`config.mk`:
```
export PLATFORM = sky130hd
export DESIGN_NAME = crc_engine_flat
export DESIGN_NICKNAME = d
export VERILOG_FILES = /design/src/rtl/crc_engine_if.sv /design/src/rtl/crc_engine.sv /design/src/flat_wrapper.sv
export SDC_FILE = /design/constraint.sdc
export NUM_CORES = 1
export LEC_CHECK = 0
export ABC_AREA = 0
export ABC_CLOCK_PERIOD_IN_PS = 8100
export CAP_MARGIN = 25
export CORE_MARGIN = 1.5
export CORE_UTILIZATION = 25
export CTS_BUF_LIST = sky130_fd_sc_hd__clkbuf_16
export DETAILED_ROUTE_END_ITERATION = 10
export PLACE_DENSITY = 0.42
export SKIP_CTS_REPAIR_TIMING = 1
export SLEW_MARGIN = 10
export SYNTH_ARGS = -nofsm -noshare
export SYNTH_HDL_FRONTEND = slang
export SYNTH_SLANG_ARGS = --single-unit
```
`constraint.sdc`:
```
create_clock -name clk -period 8.1 [get_ports clk]
set_clock_uncertainty 0.1 [all_clocks]
set_input_delay 1.62 -clock clk [delete_from_list [all_inputs] [get_ports clk]]
set_output_delay 1.62 -clock clk [all_outputs]
set_load 0.02 [all_outputs]
```
`src/rtl/crc_engine_if.sv`:
```
// Beat-in / bit-out handshake bundle for crc_engine.
interface crc_engine_if #(
  parameter int unsigned NBITS = 5,
  parameter int unsigned DW    = 8
);
  localparam int unsigned NW = $clog2(DW + 1);

  logic             start;
  logic             mode;
  logic             in_valid;
  logic             in_ready;
  logic [DW-1:0]    in_data;
  logic [NW-1:0]    in_nbits;
  logic             in_last;
  logic             out_valid;
  logic             out_ready;
  logic             out_bit;
  logic [NBITS-1:0] crc_out;
  logic             done;
  logic             match;

  modport master (
    output start, mode, in_valid, in_data, in_nbits, in_last, out_ready,
    input  in_ready, out_valid, out_bit, crc_out, done, match
  );

  modport slave (
    input  start, mode, in_valid, in_data, in_nbits, in_last, out_ready,
    output in_ready, out_valid, out_bit, crc_out, done, match
  );
endinterface

```
`src/rtl/crc_engine.sv`:
```
// Multi-bit-per-beat CRC engine. Absorbs up to DW bits per beat (bit 0 first),
// then either serialises ~crc MSB first (GENERATE) or compares against the residue (CHECK).
module crc_engine #(
  parameter int unsigned      NBITS    = 5,
  parameter logic [NBITS-1:0] POLY     = 5'h05,
  parameter logic [NBITS-1:0] INIT     = '1,
  parameter logic [NBITS-1:0] RESIDUAL = 5'h0C,
  parameter int unsigned      DW       = 8
) (
  input logic         clk,
  input logic         rst,
  crc_engine_if.slave bus
);
  localparam int unsigned NW = $clog2(DW + 1);
  localparam int unsigned CW = $clog2(NBITS + 1);

  typedef enum logic [1:0] {StIdle, StAccum, StEmit} state_e;

  state_e           r_state, w_state_n;
  logic [NBITS-1:0] r_crc, w_crc_n;
  logic [NBITS-1:0] r_crc_out, w_crc_out_n;
  logic [NBITS-1:0] r_shift, w_shift_n;
  logic [CW-1:0]    r_cnt, w_cnt_n;
  logic             r_mode, w_mode_n;
  logic             r_match, w_match_n;
  logic             r_done, w_done_n;

  logic [NW-1:0]    w_nsteps;
  logic [NBITS-1:0] w_beat_crc;
  logic             w_fb;

  // Oversized bit counts saturate at a full beat.
  assign w_nsteps = (bus.in_nbits > NW'(DW)) ? NW'(DW) : bus.in_nbits;

  // Unrolled LFSR: apply w_nsteps single-bit steps to the register, bit 0 first.
  always_comb begin
    w_beat_crc = r_crc;
    w_fb       = 1'b0;
    for (int i = 0; i < DW; i++) begin
      if (NW'(i) < w_nsteps) begin
        w_fb       = bus.in_data[i] ^ w_beat_crc[NBITS-1];
        w_beat_crc = (w_beat_crc << 1) ^ (w_fb ? POLY : '0);
      end
    end
  end

  // Next-state logic; start overrides everything, including a beat offered alongside it.
  always_comb begin
    w_state_n   = r_state;
    w_crc_n     = r_crc;
    w_crc_out_n = r_crc_out;
    w_shift_n   = r_shift;
    w_cnt_n     = r_cnt;
    w_mode_n    = r_mode;
    w_match_n   = r_match;
    w_done_n    = 1'b0;
    if (bus.start) begin
      w_state_n = StAccum;
      w_crc_n   = INIT;
      w_mode_n  = bus.mode;
      w_match_n = 1'b0;
    end else begin
      unique case (r_state)
        StIdle: begin
        end
        StAccum: begin
          if (bus.in_valid) begin
            w_crc_n = w_beat_crc;
            if (bus.in_last) begin
              w_crc_out_n = ~w_beat_crc;
              if (r_mode) begin
                w_shift_n = ~w_beat_crc;
                w_cnt_n   = CW'(NBITS);
                w_state_n = StEmit;
              end else begin
                w_match_n = (w_beat_crc == RESIDUAL);
                w_done_n  = 1'b1;
                w_state_n = StIdle;
              end
            end
          end
        end
        StEmit: begin
          if (bus.out_ready) begin
            w_shift_n = r_shift << 1;
            w_cnt_n   = r_cnt - CW'(1);
            if (r_cnt == CW'(1)) begin
              w_done_n  = 1'b1;
              w_state_n = StIdle;
            end
          end
        end
        default: w_state_n = StIdle;
      endcase
    end
  end

  // State register with asynchronous reset.
  always_ff @(posedge clk or posedge rst) begin
    if (rst) begin
      r_state   <= StIdle;
      r_crc     <= INIT;
      r_crc_out <= ~INIT;
      r_shift   <= '0;
      r_cnt     <= '0;
      r_mode    <= 1'b0;
      r_match   <= 1'b0;
      r_done    <= 1'b0;
    end else begin
      r_state   <= w_state_n;
      r_crc     <= w_crc_n;
      r_crc_out <= w_crc_out_n;
      r_shift   <= w_shift_n;
      r_cnt     <= w_cnt_n;
      r_mode    <= w_mode_n;
      r_match   <= w_match_n;
      r_done    <= w_done_n;
    end
  end

  assign bus.in_ready  = (r_state == StAccum) && !bus.start;
  assign bus.out_valid = (r_state == StEmit);
  // Gated so a packet aborted mid-emit leaves no stale bit visible.
  assign bus.out_bit   = (r_state == StEmit) && r_shift[NBITS-1];
  assign bus.crc_out   = r_crc_out;
  assign bus.done      = r_done;
  assign bus.match     = r_match;
endmodule

```
`src/flat_wrapper.sv`:
```
// flat-port wrapper written by rule: the top's interface ports become plain ports
module crc_engine_flat 
#(
  parameter int unsigned      NBITS    = 5,
  parameter logic [NBITS-1:0] POLY     = 5'h05,
  parameter logic [NBITS-1:0] INIT     = '1,
  parameter logic [NBITS-1:0] RESIDUAL = 5'h0C,
  parameter int unsigned      DW       = 8
)
  (clk, rst, bus_start, bus_mode, bus_in_valid, bus_in_data, bus_in_nbits, bus_in_last, bus_out_ready, bus_in_ready, bus_out_valid, bus_out_bit, bus_crc_out, bus_done, bus_match);
  crc_engine_if #(.NBITS(NBITS), .DW(DW)) bus_i ();
  input logic clk;
  input logic rst;
  input wire logic [$bits(bus_i.start)-1:0] bus_start;
  input wire logic [$bits(bus_i.mode)-1:0] bus_mode;
  input wire logic [$bits(bus_i.in_valid)-1:0] bus_in_valid;
  input wire logic [$bits(bus_i.in_data)-1:0] bus_in_data;
  input wire logic [$bits(bus_i.in_nbits)-1:0] bus_in_nbits;
  input wire logic [$bits(bus_i.in_last)-1:0] bus_in_last;
  input wire logic [$bits(bus_i.out_ready)-1:0] bus_out_ready;
  output wire logic [$bits(bus_i.in_ready)-1:0] bus_in_ready;
  output wire logic [$bits(bus_i.out_valid)-1:0] bus_out_valid;
  output wire logic [$bits(bus_i.out_bit)-1:0] bus_out_bit;
  output wire logic [$bits(bus_i.crc_out)-1:0] bus_crc_out;
  output wire logic [$bits(bus_i.done)-1:0] bus_done;
  output wire logic [$bits(bus_i.match)-1:0] bus_match;
  assign bus_i.start = bus_start;
  assign bus_i.mode = bus_mode;
  assign bus_i.in_valid = bus_in_valid;
  assign bus_i.in_data = bus_in_data;
  assign bus_i.in_nbits = bus_in_nbits;
  assign bus_i.in_last = bus_in_last;
  assign bus_i.out_ready = bus_out_ready;
  assign bus_in_ready = bus_i.in_ready;
  assign bus_out_valid = bus_i.out_valid;
  assign bus_out_bit = bus_i.out_bit;
  assign bus_crc_out = bus_i.crc_out;
  assign bus_done = bus_i.done;
  assign bus_match = bus_i.match;
  crc_engine #(.NBITS(NBITS), .POLY(POLY), .INIT(INIT), .RESIDUAL(RESIDUAL), .DW(DW)) u_core (.clk(clk), .rst(rst), .bus(bus_i));
endmodule
```
Figure 1. Metal 2 (run 1).
(4 px per um)
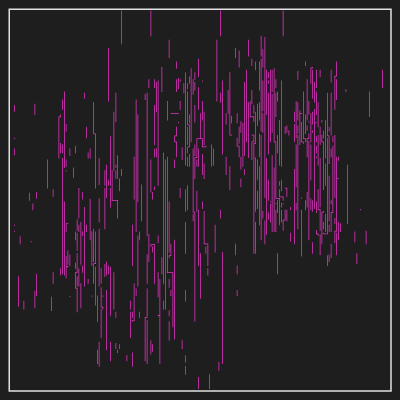
longest straight run: 40.1 um
main direction: vertical

Figure 2. M1 wires (run 1).
(4 px per um) Supply wires on this layer in grey.
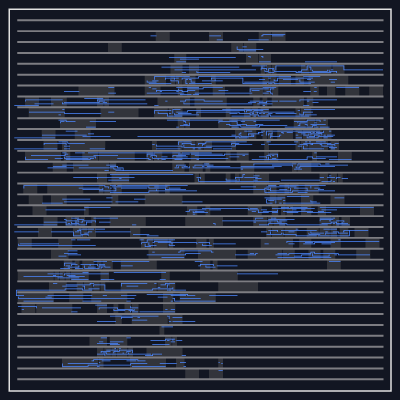
longest straight run: 29.0 um
nets with wire on the layer: 254
wire length on this layer: 2,800 um
share of all routed wire: 49%

Figure 3. Signal wires on met3 (run 1).
(6 px per um)
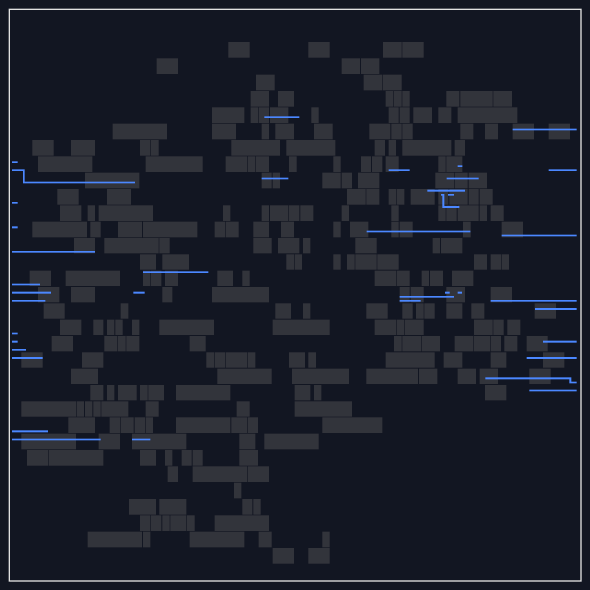
main direction: horizontal
share of all routed wire: 4.2%
longest straight run: 18.4 um

## run 1: cell families (layout without fill, tap and decap cells)
group,after synthesis,after routing,share of synthesized area
buffers and inverters,24,43,0.05138
AND/OR/NAND/NOR,91,91,0.2061
adder cells (fa/ha/maj),5,5,0.02953
AND-OR/OR-AND,66,66,0.2233
flip-flops,23,23,0.2747
multiplexers,16,16,0.07797
XOR/XNOR,23,23,0.1370
## run 1: final cells by class
cell class	count	area (um2)	share of cell area
timing repair buffer	29	307.8	0.1198
clock buffer	3	75.07	0.02923
multi-input combinational	201	1428	0.5558
sequential	23	581.8	0.2265
clock inverter	1	7.507	0.002923
inverter	10	37.54	0.01461
tap	105	131.4	0.05114
==> summary.txt, run 1 <==
flow finished, numbers: status=finished clean, Largest type area fraction=0.2126, combined area of all synthesized cells=around 2100 um2, routing usage on met1=0.1813, count of maximum capacitance violations=0, RSZ-0062 raised after global routing=no, detailed route wirelength on metal3=240 um, achievable frequency=about 0.19 GHz, beginning of the critical path=bus_in_nbits[3], nature of the critical path startpoint=input pin, level count of the clock H-tree=1, filler instances=approximately 860, actual transition at the worst max-transition pin=0.8345 ns, count of library flops with an enable pin=0, top power group=combinational logic, last element of the critical path=u_core.bus.crc_out[2], Post-synth top flop=sky130_fd_sc_hd__dfrtp_1, Synth Seq Share=0.2747, Initial Util=0.2578, clock latency at the later pin of the worst-skew pair=approximately 0.26 ns, number of warnings issued by yosys=0, met2 usage=0.2202, TritonCTS clock tree=done
--- run 2 (diff from run 1) ---
Settings changed: ABC_CLOCK_PERIOD_IN_PS 8100 to 5500.
Clock period 8.1 ns to 5.5 ns, I/O delays scaled along.
Figure 4. Clock distribution (run 2).
(3 px per um)
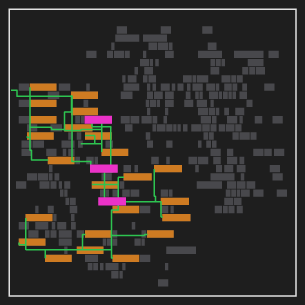
legend:
  clock wires:
    colour: green
    length: 320 um
  cells driving clock nets:
    colour: magenta
    count: 3
  flip-flops:
    colour: orange
    count: 23
routed clock nets: 4

==> run 2 against run 1 <==
Net effect:
- hold slack got worse by 0.0030 ns
- die area is the same
- sequential power rose by 48%
- register-to-register slack lost 2.5 ns
- non-clock buffer count rose by 4
- area after synthesis did not move
- global-route usage is 0.32 points higher
- via count increased by 0.26%
- critical path depth did not move
- first-iteration DRC count grew 27%
- setup slack worse by 1.5 ns
- critical path type unchanged
- largest power group unchanged
- highest routed layer unchanged
==> summary.txt, run 2 <==
flow finished, numbers: status=finished clean (unchanged), ao+oa area frac=0.2233 (unchanged), level count of the clock H-tree=1 (unchanged), clock buffers=3 (unchanged), clock buffer and inverter area fraction after layout=0.03084 (was 0.03215), count of maximum capacitance violations=0 (unchanged), actual transition at the worst max-transition pin=0.6663 ns (was 0.8345 ns), share of the final layout cell area in sequential cells=0.2241 (was 0.2265), Layout non-clock buf frac=0.1301 (was 0.1198), count of library flops with an enable pin=0 (unchanged), met2 usage=0.2274 (was 0.2202), inverter tally of the final layout excluding the clock network=10 (unchanged), simple-gate area share of the yosys netlist=0.2061 (unchanged), RSZ-0062 raised after global routing=no (unchanged), Synth Seq Share=0.2747 (unchanged), area used by sequential logic in the layout=581.8 um2 (unchanged), clock latency at the later pin of the worst-skew pair=0.26 ns (about the same), adder-cell share of the synthesized area=0.02953 (unchanged), Post-synth top flop=sky130_fd_sc_hd__dfrtp_1 (unchanged), detailed route wirelength on metal3=207 um (was 240 um), Initial Util=0.2578 (unchanged), cell class with the largest area share=combinational gates (unchanged), achievable frequency=around 0.24 GHz, Largest type area fraction=0.2126 (unchanged), routing usage on met1=0.1885 (was 0.1813)
Figure 5. Metal 2 (run 2).
(4 px per um)
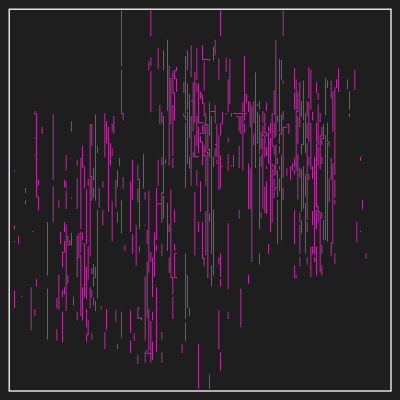
wire length on this layer: 2,670 um
share of all routed wire: 47%
nets with wire on the layer: 242
longest straight run: 38.9 um

## run 2: power by group through the flow
| stage | combinational, mW | clock, mW | sequential, mW |
|---|---|---|---|
| after detailed placement | 0.521 | 0 | 0.261 |
| after floorplan | 0.363 | 0 | 0.269 |
| after CTS | 0.525 | 0.163 | 0.259 |
| after global placement | 0.528 | 0 | 0.263 |
| after global routing | 0.578 | 0.171 | 0.267 |
| final | 0.523 | 0.157 | 0.259 |
## run 2: path summary, 6_finish.rpt
path,to,slack [ns],depth (start not counted)
setup reg to reg,u_core.bus.match,2.26,9
setup / recovery,u_core.bus.match,1.34,10
hold reg to reg,u_core.r_shift[4],0.38,2
hold / removal,u_core.r_shift[4],0.38,2
max in group asynchronous,u_core.r_crc[2],3.78,3
min in group asynchronous,u_core.r_shift[4],1.02,2
--- run 3 (diff from run 2) ---
Settings changed: ABC_CLOCK_PERIOD_IN_PS 5500 to 4200.
Clock period 5.5 ns to 4.2 ns, I/O delays scaled along.
Figure 6. Routing congestion map (run 3).
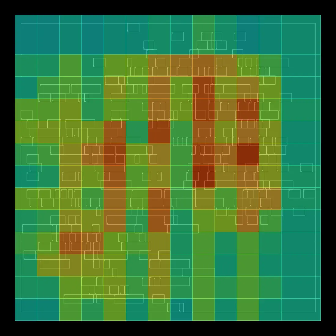
Most Used Layer, Global Route: met2
met3 Use GR: 0.01356
global routing usage summed across all routing layers: 0.1382

==> run 3 against run 2 <==
Net effect:
- combinational power is 37% higher
- critical endpoint unchanged
- setup slack lost 0.78 ns
- routed wire length rose by 0.61%
- flip-flop count is the same
- clock power is 36% higher
- sequential power up 31%
- total power grew 35%
- highest routed layer unchanged
==> summary.txt, run 3 <==
flow finished, numbers: status=finished clean (unchanged), clock buffer and inverter area fraction after layout=0.03100 (was 0.03084), Synth Seq Share=0.2747 (unchanged), Post-synth top flop=sky130_fd_sc_hd__dfrtp_1 (unchanged), count of library flops with an enable pin=0 (unchanged), ao+oa area frac=0.2233 (unchanged), inserted tap cell count=105 (unchanged), Initial Util=0.2578 (unchanged), vias in the first global route=1,909 (was 1,939), worst hold path cell count=2 (unchanged), Layout non-clock buf frac=0.1512 (was 0.1301), cell area after layout=2664 um2 (was 2596 um2), TritonCTS clock tree=done (unchanged), adder-cell share of the synthesized area=0.02953 (unchanged), R2R Path End=u_core.bus.match (unchanged), Flop Count=23 (unchanged), nature of the critical path startpoint=input pin (unchanged), cell class with the largest area share=combinational gates (unchanged), fraction of synthesized cell area in xor and xnor cells=0.1370 (unchanged), number of cells on the worst reg-to-reg path=9 (unchanged), Largest type area fraction=0.2126 (unchanged), largest family of logic cells by area=AND-OR/OR-AND gates (unchanged), Comb area=1428 um2 (unchanged), Synth mux share=0.07797 (unchanged), count of maximum capacitance violations=0 (unchanged), net count of the mapped netlist=272 (unchanged), achievable frequency=0.2745 GHz, internal reg-to-reg setup slack=1.01 ns (was 2.26 ns), RSZ-0062 raised after global routing=no (unchanged), clock buffers=3 (unchanged), level count of the clock H-tree=1 (unchanged), nonclk buf count=40 (was 33), area used by sequential logic in the layout=581.8 um2 (unchanged), total stage count of the critical path=10 (unchanged), maximum root-to-sink buffer count=2 (unchanged), inverter tally of the final layout excluding the clock network=10 (unchanged), Hold Path End=u_core.r_cnt[1] (was u_core.r_shift[4]), combined area of all synthesized cells=2118 um2 (unchanged), simple-gate area share of the yosys netlist=0.2061 (unchanged), final worst setup slack=0.5564 ns (was 1.338 ns), Logic Gate Count=201 (unchanged)
Figure 7. Metal 2 (run 3).
(4 px per um)
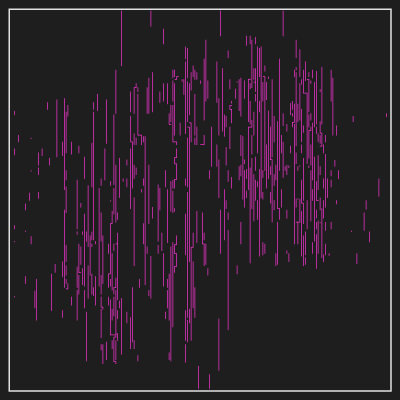
main direction: vertical
longest straight run: 37.7 um

==> run 3: power by group <==
| part | internal [mW] | switching, mW | total (mW) | leakage, nW |
|---|---|---|---|---|
| clock | 0.129 | 0.0848 | 0.214 | 0.0371 |
| sequential | 0.290 | 0.0485 | 0.339 | 0.272 |
| combinational | 0.338 | 0.378 | 0.715 | 0.824 |
==> run 3: routing by layer <==
metal,track usage,up-vias,part of all wire
li1,-,957,-
met1,0.2013,902,0.51
met2,0.2190,39,0.45
met3,0.01356,4,0.036
met4,0.03234,0,0.0082
met5,0,-,0
==> run 3: worst min-delay path: cells and delay by family, from the launching register on <==
family             cells  cell delay [ns]
AOI/OAI and AO/OA      1             0.05
DFF                    1             0.34
and+or+nand+nor        1             0.05
Power is estimated from default activity; no workload was simulated.
